[config.mk]
export PLATFORM = sky130hd
export DESIGN_NAME = m2_serializer
export DESIGN_NICKNAME = d
export VERILOG_FILES = /design/src/rtl/m2_serializer.sv
export SDC_FILE = /design/constraint.sdc
export NUM_CORES = 1
export LEC_CHECK = 0
export CAP_MARGIN = 0
export CORE_MARGIN = 5
export CORE_UTILIZATION = 39
export CTS_BUF_LIST = sky130_fd_sc_hd__clkbuf_16
export DETAILED_ROUTE_END_ITERATION = 10
export GPL_ROUTABILITY_DRIVEN = 0
export PLACE_DENSITY = 0.66
export SKIP_LAST_GASP = 1
export SLEW_MARGIN = 20
export SYNTH_ARGS = -nofsm -noshare
export SYNTH_HDL_FRONTEND = slang
export SYNTH_SLANG_ARGS = --single-unit
export TNS_END_PERCENT = 10
[constraint.sdc]
create_clock -name clk -period 2.8 [get_ports clk]
set_input_delay 0.56 -clock clk [delete_from_list [all_inputs] [get_ports clk]]
set_output_delay 0.56 -clock clk [all_outputs]
set_load 0.01 [all_outputs]
[src/rtl/m2_serializer.sv]
// m2_serializer: fetches 12-bit words from a filler stage and shifts them out
// MSB first, one bit per BIT_DIV clocks. The next word is prefetched during the
// last bit period, so consecutive words are sent back to back with no gap.
// Optional feature macro: M2_PARITY_EN appends an odd-parity bit after bit 0,
// giving 13 bit periods per word.
//
// Handshake with the filler stage: bufGetWord is a one-cycle strobe and
// bufRdPointer is valid while it is high; the filler presents dataWord on the
// following cycle and holds it until the next strobe. There is no back-pressure.
module m2_serializer #(
  parameter int BIT_DIV  = 10,
  parameter int LAST_PTR = 255
) (
  input  logic        clk,
  input  logic        reset,
  input  logic        enable,
  input  logic [11:0] dataWord,
  output logic        bufGetWord,
  output logic [7:0]  bufRdPointer,
  output logic        serOut,
  output logic        bitStrobe,
  output logic        frameStart,
  output logic        busy,
  output logic [1:0]  dbg_state_o
);

`ifdef M2_PARITY_EN
  localparam int NB = 13;
`else
  localparam int NB = 12;
`endif

  localparam logic [3:0] BIT_TOP  = 4'(NB - 1);
  localparam logic [7:0] DIV_LAST = 8'(BIT_DIV - 1);
  localparam logic [7:0] PTR_LAST = 8'(LAST_PTR);

  typedef enum logic [1:0] {
    S_IDLE  = 2'd0,
    S_REQ   = 2'd1,
    S_LOAD  = 2'd2,
    S_SHIFT = 2'd3
  } state_t;

  state_t          state_q, state_d;
  logic [7:0]      ptr_q, ptr_d;
  logic [NB-1:0]   sh_q, sh_d;
  logic [NB-1:0]   hold_q, hold_d;
  logic [7:0]      div_q, div_d;
  logic [3:0]      bit_q, bit_d;
  logic            pref_q, pref_d;
  logic            cap_q, cap_d;

  logic            first_clk;
  logic            last_bit;
  logic            bit_end;
  logic [7:0]      ptr_next;

  // Turns a raw data word into the bit sequence that goes on the line.
  function automatic logic [NB-1:0] fmt_word(input logic [11:0] d);
`ifdef M2_PARITY_EN
    fmt_word = {d, ~(^d)};
`else
    fmt_word = d;
`endif
  endfunction

  assign first_clk = (div_q == 8'd0);
  assign last_bit  = (bit_q == 4'd0);
  assign bit_end   = (div_q == DIV_LAST);
  assign ptr_next  = (ptr_q == PTR_LAST) ? 8'd0 : ptr_q + 8'd1;

  // State and datapath registers; reset aborts any word in flight.
  always_ff @(posedge clk or posedge reset) begin
    if (reset) begin
      state_q <= S_IDLE;
      ptr_q   <= 8'd0;
      sh_q    <= '0;
      hold_q  <= '0;
      div_q   <= 8'd0;
      bit_q   <= 4'd0;
      pref_q  <= 1'b0;
      cap_q   <= 1'b0;
    end else begin
      state_q <= state_d;
      ptr_q   <= ptr_d;
      sh_q    <= sh_d;
      hold_q  <= hold_d;
      div_q   <= div_d;
      bit_q   <= bit_d;
      pref_q  <= pref_d;
      cap_q   <= cap_d;
    end
  end

  // Next-state logic, fetch strobes and bit timing.
  always_comb begin
    state_d      = state_q;
    ptr_d        = ptr_q;
    sh_d         = sh_q;
    hold_d       = hold_q;
    div_d        = div_q;
    bit_d        = bit_q;
    pref_d       = pref_q;
    cap_d        = 1'b0;
    bufGetWord   = 1'b0;
    bufRdPointer = ptr_q;

    // The prefetched word arrives the cycle after its strobe.
    if (cap_q) hold_d = fmt_word(dataWord);

    case (state_q)
      S_IDLE: begin
        if (enable) state_d = S_REQ;
      end
      S_REQ: begin
        bufGetWord = 1'b1;
        state_d    = S_LOAD;
      end
      S_LOAD: begin
        sh_d    = fmt_word(dataWord);
        bit_d   = BIT_TOP;
        div_d   = 8'd0;
        pref_d  = 1'b0;
        state_d = S_SHIFT;
      end
      S_SHIFT: begin
        // enable is only looked at here, so mid-word changes cannot disturb
        // the word currently on the line.
        if (first_clk && last_bit && enable) begin
          bufGetWord   = 1'b1;
          bufRdPointer = ptr_next;
          ptr_d        = ptr_next;
          pref_d       = 1'b1;
          cap_d        = 1'b1;
        end
        if (bit_end) begin
          div_d = 8'd0;
          if (!last_bit) begin
            sh_d  = sh_q << 1;
            bit_d = bit_q - 4'd1;
          end else if (pref_q) begin
            sh_d   = hold_q;
            bit_d  = BIT_TOP;
            pref_d = 1'b0;
          end else begin
            // Stopping: advance past the word just sent so a restart resumes
            // at the next one.
            ptr_d   = ptr_next;
            state_d = S_IDLE;
          end
        end else begin
          div_d = div_q + 8'd1;
        end
      end
      default: state_d = S_IDLE;
    endcase
  end

  // The pointer register always names the word on the line at its first bit.
  assign serOut      = (state_q == S_SHIFT) & sh_q[NB-1];
  assign bitStrobe   = (state_q == S_SHIFT) & first_clk;
  assign frameStart  = bitStrobe & (bit_q == BIT_TOP) & (ptr_q == 8'd0);
  assign busy        = (state_q != S_IDLE);
  assign dbg_state_o = state_q;

endmodule

Figure 1. Routed clock nets over the placement (run 1).
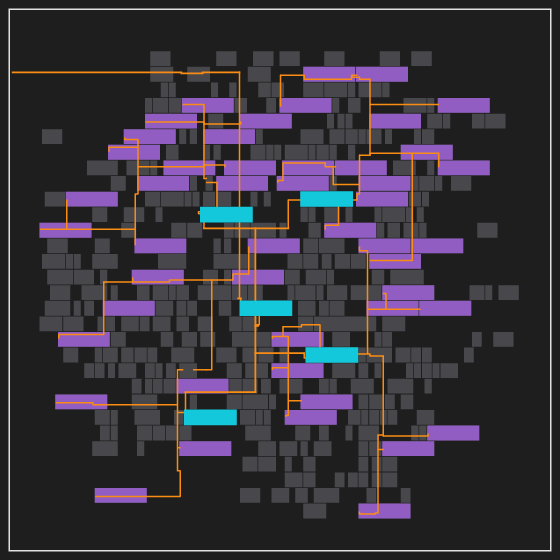
[orange] clock wires | length: 667 um
[cyan] clock drivers | count: 5
[purple] flip-flops | count: 48
routed clock nets: 6

Figure 2. Congestion heat map (run 1).
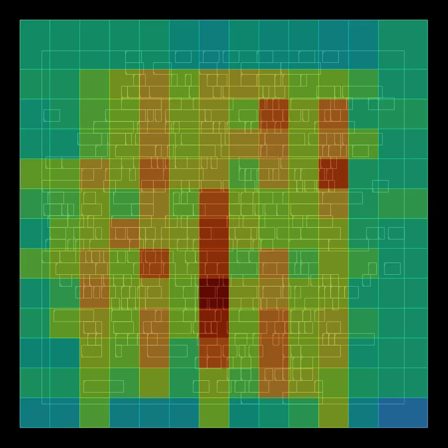
post-route core utilization: 0.518
Routed wire per std cell: 13.6 um
met3 capacity usage during global routing: 0.0304
met2 track demand over resource: 0.242

==> changes_impl.md, run 1 <==
### Physical design

* Least setup slack across all paths after layout at -0.196 ns
* Register-to-register setup slack at approximately 0.39 ns
* Buffers and inverters on the worst path at 3
* Post-Route Skew at roughly 0.0056 ns
* Leakage power at approximately 0.0016 uW
* FF+latch count at around 48
* Final Max Tran Viols at 0
* Antenna diode count at 0
* CP max FO at 6
* Area growth from synthesis to layout at 28.1%
* Cell with the most instances after synthesis: sky130_fd_sc_hd__nand2_1
* Arrival time at the worst endpoint at 2.44 ns
* Startpoint of the worst register-to-register path: bit_q[0]
* Setup violations, final at 10
* Post-layout instance count excluding filler cells at around 450
* Worst Max-Slew Pin Slew at 0.794 ns
* Ordered cell list for the critical path: ha_2 > or4b_4 > or4_4 > buf_6 > clkinv_8 > nand2_1 > xnor2_1 > buf_2
* Result of the run: finished with violations
* Largest net degree at the start of global routing at a little under 50
* Horiz. Die Dim at approximately 94 um
* Post-synth EDFFs at 0
* Register Area at approximately 0.0012 mm^2
* Hold slack final at roughly 0.47 ns
* Type of the most critical hold path: reg2reg
* Violations in the final reports: negative setup slack
* Area of the core at approximately 0.0068 mm^2
* Achievable frequency at 334 MHz
* Total power divided by cell area at between 400 and 500 mW/mm^2
* Placed Cells at ~440
Figure 3. Sequential cells grouped by signal name (run 1).
Other sequential cells in the stronger gray, the rest of the logic in the fainter gray.
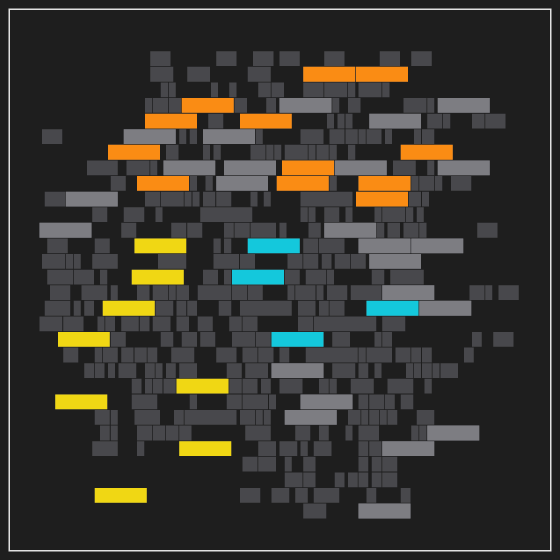
| color | name in the netlist | placed flops |
|---|---|---|
| yellow | div_q | 8 |
| cyan | bit_q | 4 |
| orange | hold_q | 12 |

Figure 4. Metal 1 (run 1).
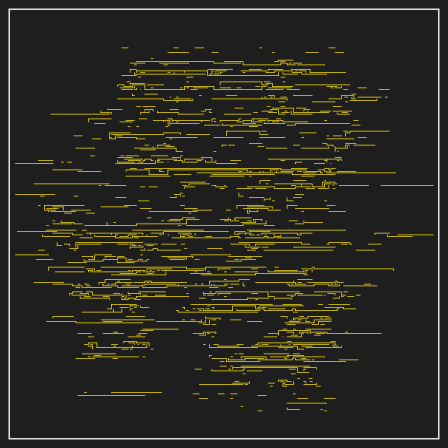
main direction: horizontal
longest straight run: 29.9 um

## run 1: report_power, final
group          internal (uW)  switching (uW)  total (uW)
Sequential               699            2.98         702
Clock                    420             261         681
Combinational           26.5            24.5        51.0
Total                   1150             289        1430
## run 1: layer usage
layer	global-route usage	wire length (um)	up-vias
met3	0.0304	172	6
met1	0.201	3000	1096
met4	0.0409	68	0
li1	-	-	1160
met5	0	0	-
met2	0.242	2880	24
## run 1: per-stage QoR
stage | power, uW | TNS, ns
floorplan | 736 | 0
global placement | 767 | -2.16
detailed placement | 768 | -2.33
CTS | 1450 | -1.70
global route | 1490 | -2.52
finish | 1430 | -1.40
## run 1: sequential cells by signal, indices dropped and copies added, names as in the netlist
signal,cells
ptr_q,8
cap_q,1
pref_q,1
dbg_state_o,2
div_q,8
sh_q,12
bit_q,4
hold_q,12
==> run 2, diff against run 1 <==
- ABC_AREA: not set -> 1
- PLACE_DENSITY: 0.66 -> 0.65
Figure 5. Sequential cells grouped by signal name (run 2).
Other sequential cells in the stronger gray, the rest of the logic in the fainter gray.
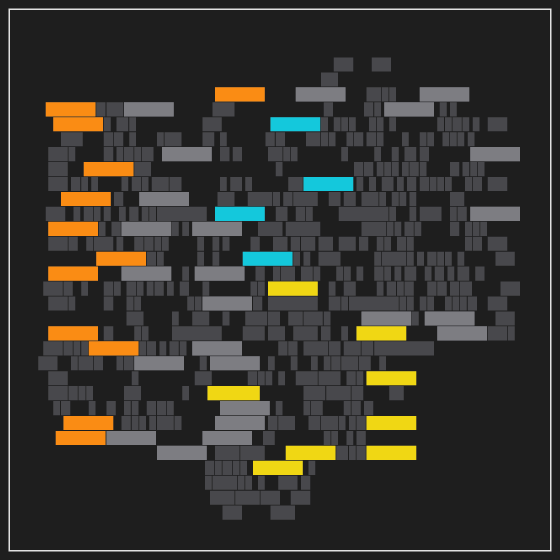
| color | name in the netlist | placed flops |
|---|---|---|
| yellow | div_q | 8 |
| cyan | bit_q | 4 |
| orange | hold_q | 12 |
not colored: 24

==> changes_impl.md, run 2 <==
### Physical design

* Placed Cells at 536 (+22%)
* Ordered cell list for the critical path: inv_1 > ha_1 > nand3_4 > inv_2 > nand2_2 > inv_1 > nand2_2 > nand2_1 > and2_1 > o21ai_1 > clkdlybuf4s50_1
* Routed wire per std cell at 12.1 um (-11%)
* Total power divided by cell area at 933 mW/mm^2 (+130%)
* Post-layout instance count excluding filler cells at 547 (+21%)
* Post-route core utilization at 0.476 (-0.0422)
* Switching power as a share of total power at 0.415 (+0.213)
* FF+latch count at 48 (unchanged)
* Buffers and inverters on the worst path at 4 (+1)
* Largest net degree at the start of global routing at 35 (-29%)
* Hold slack final at 0.493 ns (+0.0206 ns)
* Area of the core at 0.00765 mm^2 (+12%)
* Least setup slack across all paths after layout at -0.0703 ns (+0.126 ns)
* Post-Route Skew at 0.00400 ns (-0.00164 ns)
* Arrival time at the worst endpoint at 2.31 ns (-0.13 ns)
* Met2 routed WL at 3090 um (+7.1%)
* Power dissipated in sequential cells at 1130 uW (+61%)
* Cell with the most instances after synthesis: sky130_fd_sc_hd__nand2_1
* CP max FO at 6 (unchanged)
* Post-synth EDFFs at 0 (unchanged)
* Total net switching power at 1410 uW (+390%)
* Top metal layer carrying routed signals: met4
* Clk pwr at 687 uW (+0.9%)
* P_comb at 1580 uW (+3000%)
* Met3 capacity usage during global routing at 0.0279 (-0.00259)
* Met1 track demand over resource in global routing at 0.189 (-0.0113)
* Worst Max-Slew Pin Slew at 0.741 ns (-0.0530 ns)
* Sequential share of power at 0.333 (-0.156)
* Setup violations, final at 6 (-4)
* Leakage power at 0.00181 uW (+10%)
* Biggest consumer: combinational cells
* Clock power share at 0.202 (-0.273)
* Final Max Tran Viols at 0 (unchanged)
* Sum of negative setup slack at -0.257 ns (+1.14 ns)
* Area growth from synthesis to layout at 19.6%
* Post-Route M1 WL at 3170 um (+5.6%)
* Design Power at 3400 uW (+140%)
* Largest registers: hold_q x12, sh_q x12
* Violations in the final reports: negative setup slack
* Achievable frequency at 348 MHz (+4.4%)
* Combinational power share at 0.465 (+0.429)
* Result of the run: finished with violations
Figure 6. Metal 1 (run 2).
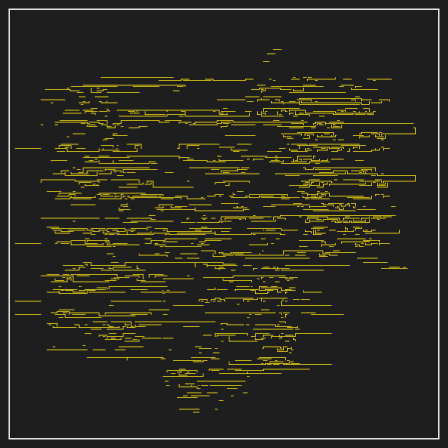
nets with wire on the layer: 423
longest straight run: 26.4 um
wire length on this layer: 3170 um

-- run 2: netlist changes by cell type in the layout (fill, tap and decap cells not counted), sizes merged, moves of 8 or more --
| cell | change |
|---|---|
| buf | -29 |
| nand2 | +70 |
| mux2 | -12 |
| nor2 | +10 |
| clkdlybuf4s50 | +8 |
| inv | +45 |
| o21ai | +48 |
| and3 | -16 |
| nand3 | +19 |
| o31ai | -13 |
-- run 2: final timing paths --
kind,startpoint,endpoint,slack (ns),depth (start not counted)
max,bit_q[0],bufRdPointer[1],-0.07,11
min,sh_q[11],sh_q[11],0.49,2
max reg2reg,dbg_state_o[0],bit_q[3],0.42,10
min reg2reg,sh_q[11],sh_q[11],0.49,2
max in group asynchronous,reset,hold_q[7],1.47,3
min in group asynchronous,reset,ptr_q[2],0.72,2
Power figures rest on the tool's default switching activity, not on a simulated workload.
